### src/rtl/otter_iobus_timer.sv
// Memory-mapped programmable down-counter timer on the OTTER IOBUS.
// Raises INTR for a fixed number of cycles on each expiry.
module otter_iobus_timer #(
   parameter logic [31:0] BASE_ADDR = 32'h1100_0100,
   parameter int unsigned INTR_HOLD = 4
) (
   input  logic        CLK,
   input  logic        RESET,
   input  logic [31:0] IOBUS_ADDR,
   input  logic [31:0] IOBUS_OUT,
   input  logic        IOBUS_WR,
   output logic [31:0] IOBUS_IN,
   output logic        INTR
);

   localparam int unsigned DW = 32;
   localparam int unsigned PW = 16;
   localparam int unsigned HW = 4;

   localparam logic [2:0] IDX_CTRL     = 3'd0;
   localparam logic [2:0] IDX_PRESCALE = 3'd1;
   localparam logic [2:0] IDX_RELOAD   = 3'd2;
   localparam logic [2:0] IDX_COUNT    = 3'd3;
   localparam logic [2:0] IDX_STATUS   = 3'd4;

   logic          r_en;
   logic          r_auto;
   logic          r_irq_en;
   logic [PW-1:0] r_prescale;
   logic [DW-1:0] r_reload;
   logic [DW-1:0] r_count;
   logic          r_expired;
   logic [PW-1:0] r_pcnt;
   logic [HW-1:0] r_hold;

   logic          w_sel;
   logic [2:0]    w_idx;
   logic          w_wr;
   logic          w_wr_ctrl;
   logic          w_wr_pre;
   logic          w_wr_rel;
   logic          w_wr_cnt;
   logic          w_wr_sta;
   logic          w_tick;
   logic          w_zero;
   logic          w_expire;
   logic          w_en_next;
   logic          w_en_rise;
   logic [DW-1:0] w_rdata;
   logic          w_unused_addr;

   // Address decode; byte-lane bits are don't-care since writes are full-word
   assign w_sel         = (IOBUS_ADDR[31:5] == BASE_ADDR[31:5]);
   assign w_idx         = IOBUS_ADDR[4:2];
   assign w_unused_addr = ^IOBUS_ADDR[1:0];
   assign w_wr          = IOBUS_WR & w_sel;
   assign w_wr_ctrl     = w_wr && (w_idx == IDX_CTRL);
   assign w_wr_pre      = w_wr && (w_idx == IDX_PRESCALE);
   assign w_wr_rel      = w_wr && (w_idx == IDX_RELOAD);
   assign w_wr_cnt      = w_wr && (w_idx == IDX_COUNT);
   assign w_wr_sta      = w_wr && (w_idx == IDX_STATUS);

   assign w_tick   = r_en && (r_pcnt == r_prescale);
   assign w_zero   = (r_count == '0);
   assign w_expire = w_tick && w_zero;

   // A CPU write to CTRL overrides the one-shot auto-disable
   always_comb begin
      w_en_next = r_en;
      if (w_wr_ctrl) begin
         w_en_next = IOBUS_OUT[0];
      end else if (w_expire && !r_auto) begin
         w_en_next = 1'b0;
      end
   end

   assign w_en_rise = w_wr_ctrl && IOBUS_OUT[0] && !r_en;

   always_ff @(posedge CLK) begin
      if (RESET) begin
         r_en       <= 1'b0;
         r_auto     <= 1'b0;
         r_irq_en   <= 1'b0;
         r_prescale <= '0;
         r_reload   <= '0;
         r_count    <= '0;
         r_expired  <= 1'b0;
         r_pcnt     <= '0;
         r_hold     <= '0;
      end else begin
         r_en <= w_en_next;
         if (w_wr_ctrl) begin
            r_auto   <= IOBUS_OUT[1];
            r_irq_en <= IOBUS_OUT[2];
         end
         if (w_wr_pre) begin
            r_prescale <= IOBUS_OUT[PW-1:0];
         end
         if (w_wr_rel) begin
            r_reload <= IOBUS_OUT;
         end

         if (w_wr_cnt) begin
            r_count <= IOBUS_OUT;
         end else if (w_tick) begin
            if (!w_zero) begin
               r_count <= r_count - DW'(1);
            end else if (r_auto) begin
               r_count <= r_reload;
            end
         end

         // Expiry set beats a same-cycle software clear
         if (w_expire) begin
            r_expired <= 1'b1;
         end else if (w_wr_sta && IOBUS_OUT[0]) begin
            r_expired <= 1'b0;
         end

         if (!w_en_next || w_en_rise || w_tick) begin
            r_pcnt <= '0;
         end else begin
            r_pcnt <= r_pcnt + PW'(1);
         end

         if (w_expire && r_irq_en) begin
            r_hold <= HW'(INTR_HOLD);
         end else if (r_hold != '0) begin
            r_hold <= r_hold - HW'(1);
         end
      end
   end

   // Zero when unselected so readback can be OR-combined at top level
   always_comb begin
      w_rdata = '0;
      if (w_sel) begin
         case (w_idx)
            IDX_CTRL:     w_rdata = {29'b0, r_irq_en, r_auto, r_en};
            IDX_PRESCALE: w_rdata = {16'b0, r_prescale};
            IDX_RELOAD:   w_rdata = r_reload;
            IDX_COUNT:    w_rdata = r_count;
            IDX_STATUS:   w_rdata = {30'b0, r_en, r_expired};
            default:      w_rdata = '0;
         endcase
      end
   end

   assign IOBUS_IN = w_rdata;
   assign INTR     = (r_hold != '0);

endmodule

### config.mk
export PLATFORM = sky130hd
export DESIGN_NAME = otter_iobus_timer
export DESIGN_NICKNAME = d
export VERILOG_FILES = /design/src/rtl/otter_iobus_timer.sv
export SDC_FILE = /design/constraint.sdc
export NUM_CORES = 1
export LEC_CHECK = 0
export CAP_MARGIN = 5
export CORE_MARGIN = 4
export CORE_UTILIZATION = 58
export CTS_CLUSTER_SIZE = 30
export DETAILED_ROUTE_END_ITERATION = 12
export HOLD_SLACK_MARGIN = 0.1
export PLACE_DENSITY = 0.86
export RECOVER_POWER = 50
export SLEW_MARGIN = 0
export SYNTH_ARGS = -nofsm -noshare
export SYNTH_HDL_FRONTEND = slang
export SYNTH_SLANG_ARGS = --single-unit
### constraint.sdc
create_clock -name CLK -period 4.2 [get_ports CLK]
set_input_delay 0.63 -clock CLK [delete_from_list [all_inputs] [get_ports CLK]]
set_output_delay 0.63 -clock CLK [all_outputs]
set_load 0.005 [all_outputs]
Fig. 1: placement by cell class
Drawn at 4 px/um. Fill, decap, tap and diode cells in gray.
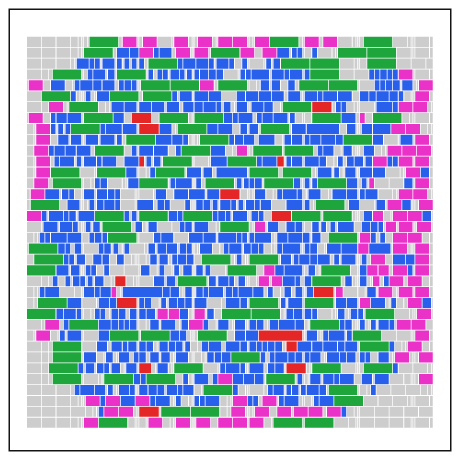
combinational and other logic -> blue  # cells 605, share of their area 53%
other buffers and delay cells -> magenta  # cells 116, share of their area 15%
flops -> green  # cells 104, share of their area 29%
clock drivers and dummy loads -> red  # cells 15, share of their area 2.6%
area of the placeable core: 0.00995 mm^2
sequential share of cell area: 28.6%

Fig. 2: where the registers sit
Drawn at 4 px/um. Other sequential cells in the stronger gray, the rest of the logic in the fainter gray.
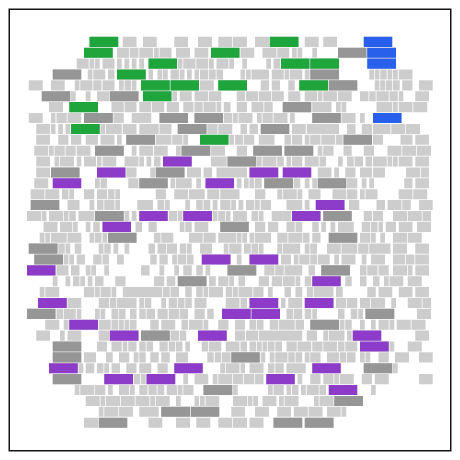
`r_pcnt` -> green  # sequential cells 16
`r_count` -> purple  # sequential cells 32
`r_hold` -> blue  # sequential cells 4, where top right
Final Util: 73.1%
Power Sequential: 0.00101 W

Fig. 3: clock distribution
Drawn at 4 px/um.
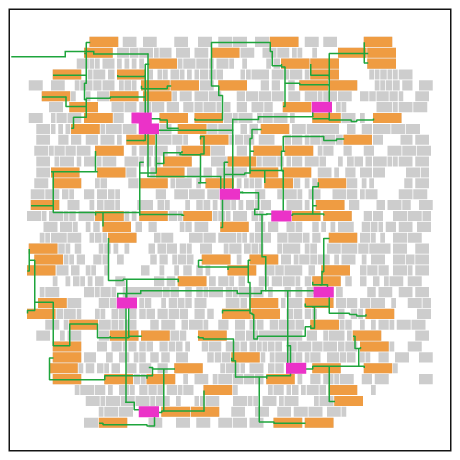
flip-flops -> orange  # count 104
clock drivers -> magenta  # count 9
clock wires -> green  # length 1220 um
flops lie = all over the die
routed clock nets = 10
clock skew after layout: 0.0143 ns
P_clk: 0.000627 W
clock latency at the later pin of the worst-skew pair: 0.39 ns
part of the power in the clock network: 34.0%

Fig. 4: routing congestion
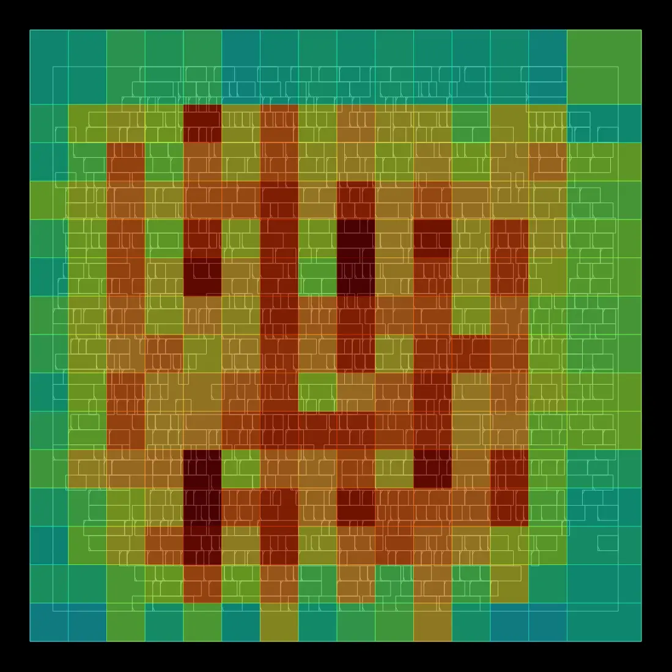
GRT met3 Usage: 6.52%
global routing met1 resource utilization: 38.5%

Fig. 5: floorplan with the power grid
Drawn at 3 px/um. Pins as bars on the die edge.
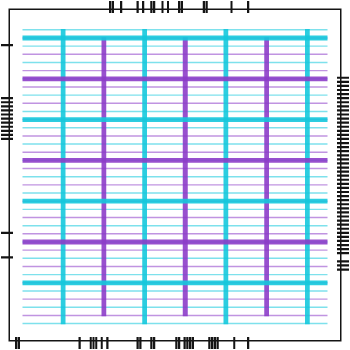
VDD -> purple
VSS -> cyan
met5 straps = 7
signal pins = 100
met4 straps = 7
die width: 110 um
die span in y: 110 um

==> GITHUB_STEP_SUMMARY <==
### Metrics collected by this job

| Metric | Value |
|---|---|
| Sort of element at the start of the critical path | primary input |
| Post-detailed-route via-to-cell ratio | 6.39 |
| Number of antenna violations at the first check in global routing | 0 |
| Number of nets produced by synthesis | around 830 |
| Critical Path Slowest Stage Cell | sky130_fd_sc_hd__dlygate4sd3_1 |
| Number of hold-slack violations in the final timing report | 0 |
| Instance tally after logic synthesis | 757 |
| Combinational Gates | around 600 |
| Iteration-0 DRC Markers | 644 |
| Run status | complete, no violations |
| Relative slew margins | roughly 17% |
| Switching component of the power | 0.000462 W |
| Total half-perimeter wirelength after legalization and detailed placement | around 13000 um |
| Worst ir drop on vdd | 0.160 mV |
| Routability congestion estimate from global placement | 0.957 |
| P_leak | 2.55 nW |
| Setup bufs post-CTS | 0 |
| CP Class | in2out |
| Number of antenna diodes | 0 |
| Maximum number of pins on one net before global-route repair | 72 |
| Signed area change from the synthesized netlist to the final layout | 20.6% |
| Number of core rows | 36 |
| Leading post-synthesis cells by cell area | sky130_fd_sc_hd__dfxtp_1 (35%), sky130_fd_sc_hd__nor2_1 (9.1%), sky130_fd_sc_hd__mux2i_1 (9.0%) |
| Total negative slack | 0 ns |
| Num tapcells | approximately 130 |
| Crit path cell chain | dlygate4sd3_1 -> buf_4 -> nor2b_1 -> clkbuf_1 -> a22oi_1 -> nor2_1 -> clkdlybuf4s50_1 |
| Max-slew violations | 0 |
| RSZ-0062 raised after global routing | false |
| Via total after detailed routing | 6216 |
| Pin slew with the least headroom to its limit | between 1 and 1.5 ns |
| Critical path capture point type | output port |
| Gr ovfl total | 0 |
| Pre-CTS WS | roughly 0.51 ns |
| Required time at the worst-slack endpoint | about 3.6 ns |
| Count of maximum capacitance violations | 0 |
| Num sequential | 104 |
| Worst reg2reg path depth | 9 |
| Non-clock buffering overhead | between 10% and 20% |
| Asr flop ratio synth | 0% |
| Relative contribution of sequential cells to total power | 54.7% |
| Synth Seq Share | 34.5% |
| Clock period minus final worst setup slack | 3.86 ns |
| Clock slew at the register clock pins of the worst setup and hold paths | 0.10 ns |
| Pre-placement core utilization | between 60% and 70% |
| Number of clock buffers in the layout | 10 |
| Worst hold path class | reg2reg |
| Post-layout worst setup margin | 0.345 ns |
| Tot Pwr | between 0.0015 and 0.002 W |
| Max Buffers Root-to-Sink | 2 |
| Int Pwr | 0.00138 W |
| Cell depth of the worst setup path | 7 |
| Number of buffers outside the clock class in the layout | 116 |
| Mean post-synth cell area | 7.97 um^2 |
| Buffers and inverters on the worst path | 4 |
| Top cell type by total area after synthesis | sky130_fd_sc_hd__dfxtp_1 |
| Setup-violating endpoint count in the final report | 0 |
| Number of clock buffers inserted by TritonCTS | 9 |
| Data arrival at the endpoint of the critical path | 3.23 ns |
| Highest clock rate | 0.259 GHz |
| Count of placed standard cells in the final layout, fillers left out | 973 |
| Number of top-level pins | approximately 100 |
| Number of placed instances, taps included | 958 |
| Clk Tree Root Cell | sky130_fd_sc_hd__clkbuf_8 |
| Combinational group share of total power | ~11% |
| DR DRC count | 0 |
| Footprint of the multi-input gates | 0.00367 mm^2 |
| Via count of the first global-routing pass | 5952 |
| Netlist area before placement | 0.00603 mm^2 |
| Largest fanout of any net on the critical path | 23 |
## per-layer routing
| layer | routed length (um) | share of wire [%] | global-route usage, % | up-vias |
|---|---|---|---|---|
| li1 | - | - | - | 2879 |
| met4 | 556 | 3.0 | 12.2 | 0 |
| met3 | 2050 | 11 | 6.52 | 59 |
| met1 | 7220 | 39 | 38.5 | 2893 |
| met2 | 8560 | 47 | 50.5 | 385 |
| met5 | 0 | 0 | 0 | - |
## path summary, 6_finish.rpt
check                     start            to  slack [ns]
setup / recovery  IOBUS_ADDR[2]  IOBUS_IN[14]        0.34
hold / removal        r_pcnt[0]     r_pcnt[0]        0.50
setup reg to reg     r_count[0]   r_count[10]        0.47
hold reg to reg       r_pcnt[0]     r_pcnt[0]        0.50
## power by group through the flow
stage | Clock, W | Sequential [W] | Combinational, W
6_report | 0.000627 | 0.00101 | 0.000207
2_1_floorplan | 0 | 0.00103 | 0.0000999
5_1_grt | 0.000675 | 0.00101 | 0.000225
3_5_place_dp | 0 | 0.00103 | 0.000210
3_3_place_gp | 0 | 0.00103 | 0.000200
4_1_cts | 0.000632 | 0.00101 | 0.000211
## sequential cells by signal, summed over array words and instances (netlist names)
signal and count:
r_pcnt 16, r_en 1, r_reload 32, r_count 32, r_auto 1, r_prescale 16
r_hold 4, r_irq_en 1, r_expired 1
## kinds of logic (layout without fill, tap and decap cells)
logic type	Yosys count	in the layout	synth area share (%)
compound gates	172	172	18.9
xor+xnor	34	34	4.94
fa+ha+maj	4	4	0.830
buf+inv	67	150	4.54
flops	104	104	34.5
mux	69	69	12.0
simple gates	307	307	24.3
No activity file was given, so power comes from the tool's default toggle rates.
